File: src/rtl/mandelbrot_pipe_ctrl_pkg.sv
// ----------------------------------------------------------------------------
// mandelbrot_pipe_ctrl_pkg
// Shared types and helpers for the Mandelbrot pipeline flow controller.
//   state_e : controller state (normal streaming or end-of-frame drain)
//   clog2   : ceiling log2, used to size FIFO pointers and credit counters
// ----------------------------------------------------------------------------
package mandelbrot_pipe_ctrl_pkg;

    typedef enum logic [0:0] {
        ST_RUN   = 1'b0,
        ST_DRAIN = 1'b1
    } state_e;

    // Ceiling log2; clog2(1) = 0, clog2(8) = 3, clog2(9) = 4.
    function automatic int clog2(input int value);
        int result;
        int v;
        result = 0;
        v      = value - 1;
        while (v > 0) begin
            result = result + 1;
            v      = v >>> 1;
        end
        return result;
    endfunction

endpackage

File: src/rtl/mandelbrot_pipe_sync_fifo.sv
// ----------------------------------------------------------------------------
// mandelbrot_pipe_sync_fifo
// Single-clock FIFO that buffers words leaving the controlled pipeline.
// Storage is a register array; the head word is presented straight from that
// array with no fall-through, so a write into an empty FIFO shows up on the
// next cycle. rd_data reads as zero whenever the FIFO is empty.
//   aclk, areset : clock, synchronous active-high reset (pointers/count only)
//   wr_en/wr_data: push a word (must not be issued while full)
//   rd_en        : pop the head word (ignored while empty)
//   rd_data      : head word
//   full, empty  : occupancy flags
// ----------------------------------------------------------------------------
module mandelbrot_pipe_sync_fifo
    import mandelbrot_pipe_ctrl_pkg::*;
#(
    parameter int C_DWIDTH     = 32,
    parameter int C_FIFO_DEPTH = 8
) (
    input  logic                aclk,
    input  logic                areset,
    input  logic                wr_en,
    input  logic [C_DWIDTH-1:0] wr_data,
    input  logic                rd_en,
    output logic [C_DWIDTH-1:0] rd_data,
    output logic                full,
    output logic                empty
);

    localparam int AW = (clog2(C_FIFO_DEPTH) < 1) ? 1 : clog2(C_FIFO_DEPTH);
    localparam int CW = clog2(C_FIFO_DEPTH + 1);
    localparam logic [AW-1:0] PTR_LAST = AW'(C_FIFO_DEPTH - 1);
    localparam logic [AW-1:0] PTR_ONE  = AW'(1);
    localparam logic [CW-1:0] CNT_FULL = CW'(C_FIFO_DEPTH);
    localparam logic [CW-1:0] CNT_ONE  = CW'(1);

    logic [C_DWIDTH-1:0] mem [C_FIFO_DEPTH];
    logic [AW-1:0]       wr_ptr_q, wr_ptr_d;
    logic [AW-1:0]       rd_ptr_q, rd_ptr_d;
    logic [CW-1:0]       cnt_q, cnt_d;
    logic                do_wr, do_rd;

    assign empty   = (cnt_q == '0);
    assign full    = (cnt_q == CNT_FULL);
    assign do_wr   = wr_en & ~full;
    assign do_rd   = rd_en & ~empty;
    assign rd_data = empty ? '0 : mem[rd_ptr_q];

    // Pointers wrap explicitly so any depth works, not only powers of two.
    always_comb begin
        wr_ptr_d = wr_ptr_q;
        rd_ptr_d = rd_ptr_q;
        cnt_d    = cnt_q;
        if (do_wr) begin
            wr_ptr_d = (wr_ptr_q == PTR_LAST) ? '0 : wr_ptr_q + PTR_ONE;
        end
        if (do_rd) begin
            rd_ptr_d = (rd_ptr_q == PTR_LAST) ? '0 : rd_ptr_q + PTR_ONE;
        end
        if (do_wr && !do_rd) begin
            cnt_d = cnt_q + CNT_ONE;
        end else if (!do_wr && do_rd) begin
            cnt_d = cnt_q - CNT_ONE;
        end
    end

    always_ff @(posedge aclk) begin
        if (areset) begin
            wr_ptr_q <= '0;
            rd_ptr_q <= '0;
            cnt_q    <= '0;
        end else begin
            wr_ptr_q <= wr_ptr_d;
            rd_ptr_q <= rd_ptr_d;
            cnt_q    <= cnt_d;
        end
    end

    always_ff @(posedge aclk) begin
        if (do_wr) begin
            mem[wr_ptr_q] <= wr_data;
        end
    end

    // The credit scheme upstream guarantees this never happens.
    a_no_write_when_full : assert property (
        @(posedge aclk) disable iff (areset) !(wr_en && full)
    ) else $fatal(1, "mandelbrot_pipe_sync_fifo: write while full");

endmodule

File: src/rtl/mandelbrot_pipe_ctrl.sv
// ----------------------------------------------------------------------------
// mandelbrot_pipe_ctrl
// Credit-based flow controller in front of a fixed-latency, enable-gated
// pipeline that has no backpressure of its own. Every accepted word reserves
// a slot in the output FIFO up front, so the pipeline output can always be
// captured and the pipeline never has to stall.
//   aclk, areset      : clock, synchronous active-high reset
//   s_tvalid/s_tready/s_tdata : input stream
//   pipe_aclken       : clock enable to the pipeline (high only with work)
//   pipe_din          : pipeline input (s_tdata passed through)
//   pipe_dout         : pipeline output, valid C_DEPTH enabled cycles later
//   m_tvalid/m_tready/m_tdata : output stream from the FIFO head
//   flush, flush_done : end-of-frame drain request / completion pulse
//   busy              : words in flight or buffered
// ----------------------------------------------------------------------------
module mandelbrot_pipe_ctrl
    import mandelbrot_pipe_ctrl_pkg::*;
#(
    parameter int C_DWIDTH     = 32,
    parameter int C_DEPTH      = 4,
    parameter int C_FIFO_DEPTH = 8
) (
    input  logic                aclk,
    input  logic                areset,
    input  logic                s_tvalid,
    output logic                s_tready,
    input  logic [C_DWIDTH-1:0] s_tdata,
    output logic                pipe_aclken,
    output logic [C_DWIDTH-1:0] pipe_din,
    input  logic [C_DWIDTH-1:0] pipe_dout,
    output logic                m_tvalid,
    input  logic                m_tready,
    output logic [C_DWIDTH-1:0] m_tdata,
    input  logic                flush,
    output logic                flush_done,
    output logic                busy
);

    localparam int OW = clog2(C_FIFO_DEPTH + 1);
    localparam logic [OW-1:0] OCC_MAX = OW'(C_FIFO_DEPTH);
    localparam logic [OW-1:0] OCC_ONE = OW'(1);

    if ((C_FIFO_DEPTH < C_DEPTH + 1) || ((C_FIFO_DEPTH & (C_FIFO_DEPTH - 1)) != 0)) begin : g_bad_cfg
        $error("mandelbrot_pipe_ctrl: C_FIFO_DEPTH must be a power of 2 and >= C_DEPTH+1");
    end

    state_e        state_q, state_d;
    logic [OW-1:0] occ_q, occ_d;
    logic          s_fire, m_fire;
    logic          fifo_wr, fifo_full, fifo_empty;
    logic          any_vld;

    assign s_tready    = ~areset & (state_q == ST_RUN) & (occ_q < OCC_MAX);
    assign s_fire      = s_tvalid & s_tready;
    assign pipe_din    = s_tdata;
    assign pipe_aclken = ~areset & (s_fire | any_vld);
    assign m_tvalid    = ~fifo_empty;
    assign m_fire      = m_tvalid & m_tready;
    assign busy        = (occ_q != '0);
    // Decoded from registered state: high exactly in the DRAIN->RUN cycle.
    assign flush_done  = (state_q == ST_DRAIN) & (occ_q == '0);

    // Valid tracking mirrors the data pipeline; the tail bit flags pipe_dout.
    if (C_DEPTH == 0) begin : g_no_delay
        assign any_vld = 1'b0;
        assign fifo_wr = s_fire;
    end else begin : g_delay
        logic [C_DEPTH-1:0] vld_sr_q, vld_sr_d;

        always_comb begin
            vld_sr_d = vld_sr_q;
            if (pipe_aclken) begin
                vld_sr_d = (vld_sr_q << 1) | C_DEPTH'(s_fire);
            end
        end

        always_ff @(posedge aclk) begin
            if (areset) begin
                vld_sr_q <= '0;
            end else begin
                vld_sr_q <= vld_sr_d;
            end
        end

        assign any_vld = |vld_sr_q;
        assign fifo_wr = vld_sr_q[C_DEPTH-1] & pipe_aclken;
    end

    // Credits: a word holds its slot from acceptance until it leaves the FIFO.
    always_comb begin
        occ_d = occ_q;
        if (s_fire && !m_fire) begin
            occ_d = occ_q + OCC_ONE;
        end else if (!s_fire && m_fire) begin
            occ_d = occ_q - OCC_ONE;
        end
    end

    always_comb begin
        state_d = state_q;
        case (state_q)
            ST_RUN:   if (flush) state_d = ST_DRAIN;
            ST_DRAIN: if (occ_q == '0) state_d = ST_RUN;
            default:  state_d = ST_RUN;
        endcase
    end

    always_ff @(posedge aclk) begin
        if (areset) begin
            state_q <= ST_RUN;
            occ_q   <= '0;
        end else begin
            state_q <= state_d;
            occ_q   <= occ_d;
        end
    end

    mandelbrot_pipe_sync_fifo #(
        .C_DWIDTH     (C_DWIDTH),
        .C_FIFO_DEPTH (C_FIFO_DEPTH)
    ) u_fifo (
        .aclk    (aclk),
        .areset  (areset),
        .wr_en   (fifo_wr),
        .wr_data (pipe_dout),
        .rd_en   (m_tready),
        .rd_data (m_tdata),
        .full    (fifo_full),
        .empty   (fifo_empty)
    );

    // A full FIFO means every credit is held by a buffered word.
    a_full_implies_no_credit : assert property (
        @(posedge aclk) disable iff (areset) fifo_full |-> (occ_q == OCC_MAX)
    ) else $fatal(1, "mandelbrot_pipe_ctrl: FIFO full with credits outstanding");

endmodule

File: config.mk
export PLATFORM = sky130hd
export DESIGN_NAME = mandelbrot_pipe_ctrl
export DESIGN_NICKNAME = d
export VERILOG_FILES = /design/src/rtl/mandelbrot_pipe_ctrl_pkg.sv /design/src/rtl/mandelbrot_pipe_sync_fifo.sv /design/src/rtl/mandelbrot_pipe_ctrl.sv
export SDC_FILE = /design/constraint.sdc
export NUM_CORES = 1
export LEC_CHECK = 0
export ABC_AREA = 0
export CORE_MARGIN = 5
export CORE_UTILIZATION = 35
export DETAILED_ROUTE_END_ITERATION = 8
export PLACE_DENSITY = 0.54
export SYNTH_ARGS = -nofsm -noshare
export SYNTH_HDL_FRONTEND = slang
export SYNTH_HIERARCHICAL = 1
export SYNTH_SLANG_ARGS = --single-unit
File: constraint.sdc
create_clock -name aclk -period 5.6 [get_ports aclk]
set_input_delay 1.12 -clock aclk [delete_from_list [all_inputs] [get_ports aclk]]
set_output_delay 1.12 -clock aclk [all_outputs]
set_load 0.02 [all_outputs]
==> impl_metrics.py <==
# Auto-generated metrics
metrics = {
    "floorplan": {
        "top_level_ports": 138,
        "die_area_mm2": 0.0354,
        "die_h_um": 188,
        "initial_standard_cell_utilization_of_the_core": 0.353,
        "num_rows": 65,
    },
    "hold_path": {
        "min_delay_worst_endpoint": "g_delay.vld_sr_q[1]$_SDFFE_PP0P_",
        "worst_hold_startpoint": "g_delay.vld_sr_q[0]$_SDFFE_PP0P_",
    },
    "layout": {
        "layout.comb_gates.multi_input": 218,
        "comb-cell-share": 0.195,
        "largest_reg_flops": 256,
        "layout.cells.most_common_list": "256 x sky130_fd_sc_hd__edfxtp_1, 73 x sky130_fd_sc_hd__clkdlybuf4s50_1, 64 x sky130_fd_sc_hd__mux4_2, 46 x sky130_fd_sc_hd__nor2_1, 35 x sky130_fd_sc_hd__mux2i_1",
        "layout.nonclk_buf_frac": 0.0668,
        "regArea_mm2": 0.00814,
    },
    "clock_network": {
        "sinks_on_clock_net": 278,
        "maximum_clock_insertion_buffer_count": 3,
    },
    "worst_setup_path": {
        "worstReg2RegStart": "u_fifo/cnt_q[1]$_SDFFE_PP0P_",
        "timing.reg2reg.setup_slack_ns": 2.27,
        "crit_arrival_ns": 3.25,
    },
    "pwr": {
        "comb_power_mw": 1.67,
        "p_sw_frac": 0.281,
        "power.static_leakage_nw": 4.08,
        "internal_power_mw": 4.41,
        "vdd_drop_max_v": 0.000285,
    },
    "status": {
        "status": "completed",
    },
    "route": {
        "wirelength_um": 21600,
        "wl_met2_um": 10300,
    },
    "global_route": {
        "grt_first_pass_wirelength_um": 33600,
        "grt_remaining_overflow": 0,
    },
    "sta": {
        "setup-tns-final_ns": 0,
    },
    "placement": {
        "final_weighted_congestion_in_routability_driven_placement": 0.742,
    },
}
### M2 wires

Drawn at 2 px/µm.
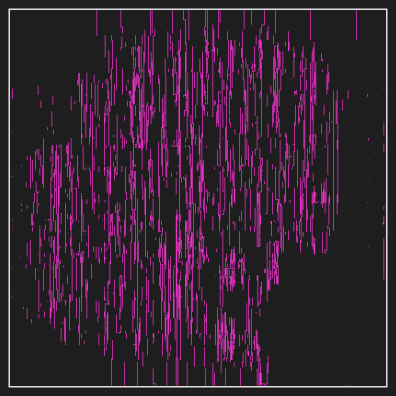
613 nets have wire on it. The longest straight run is 74.4 µm. The wires run mostly vertical.

### The metal 4 layer

Drawn at 2 px/µm. Supply wires on this layer in grey.
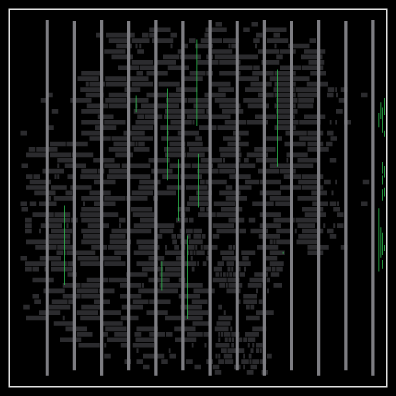
21 nets have wire on it. The wires run mostly vertical.

### The metal 3 layer

Drawn at 3 px/µm.
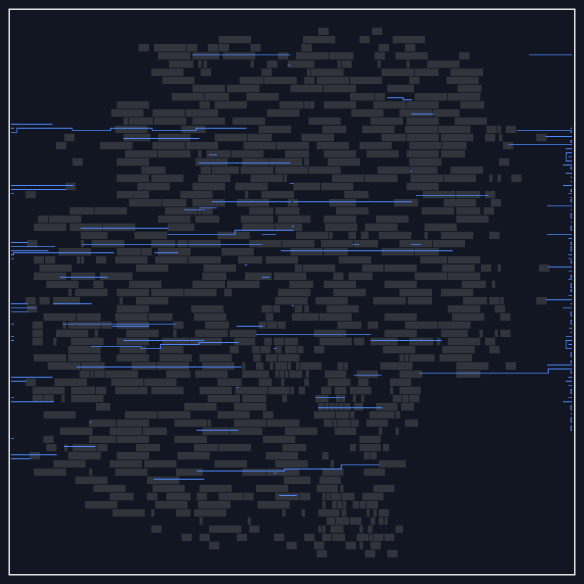
The layer carries 1360 µm of wire. 90 nets have wire on it.

### Routing congestion

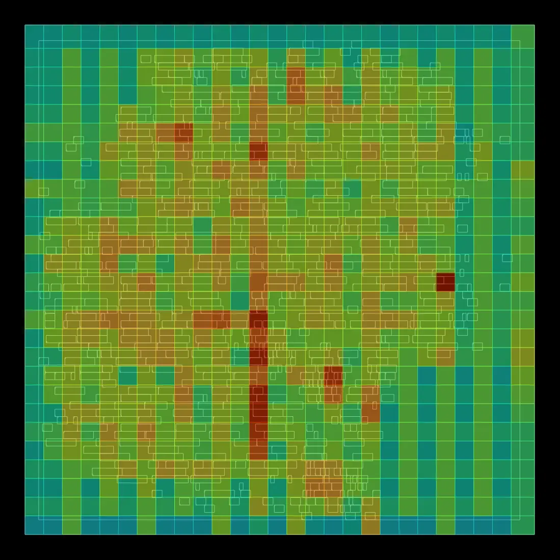
utilization of the core after routing: 0.417
routing layer with the top usage in global route: met2
met2 track utilization from global routing: 0.200

### M1 wires

Drawn at 2 px/µm. Supply wires on this layer in grey.
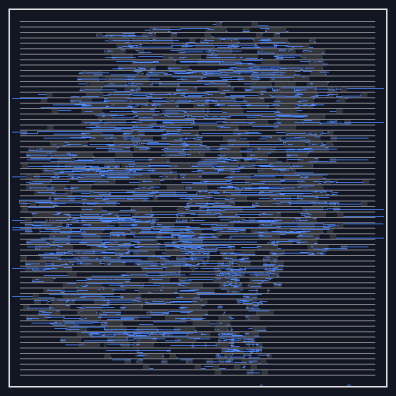
The wires run mostly horizontal. The layer holds 44% of the routed length. 632 nets have wire on it.

Power figures rest on the tool's default switching activity, not on a simulated workload.
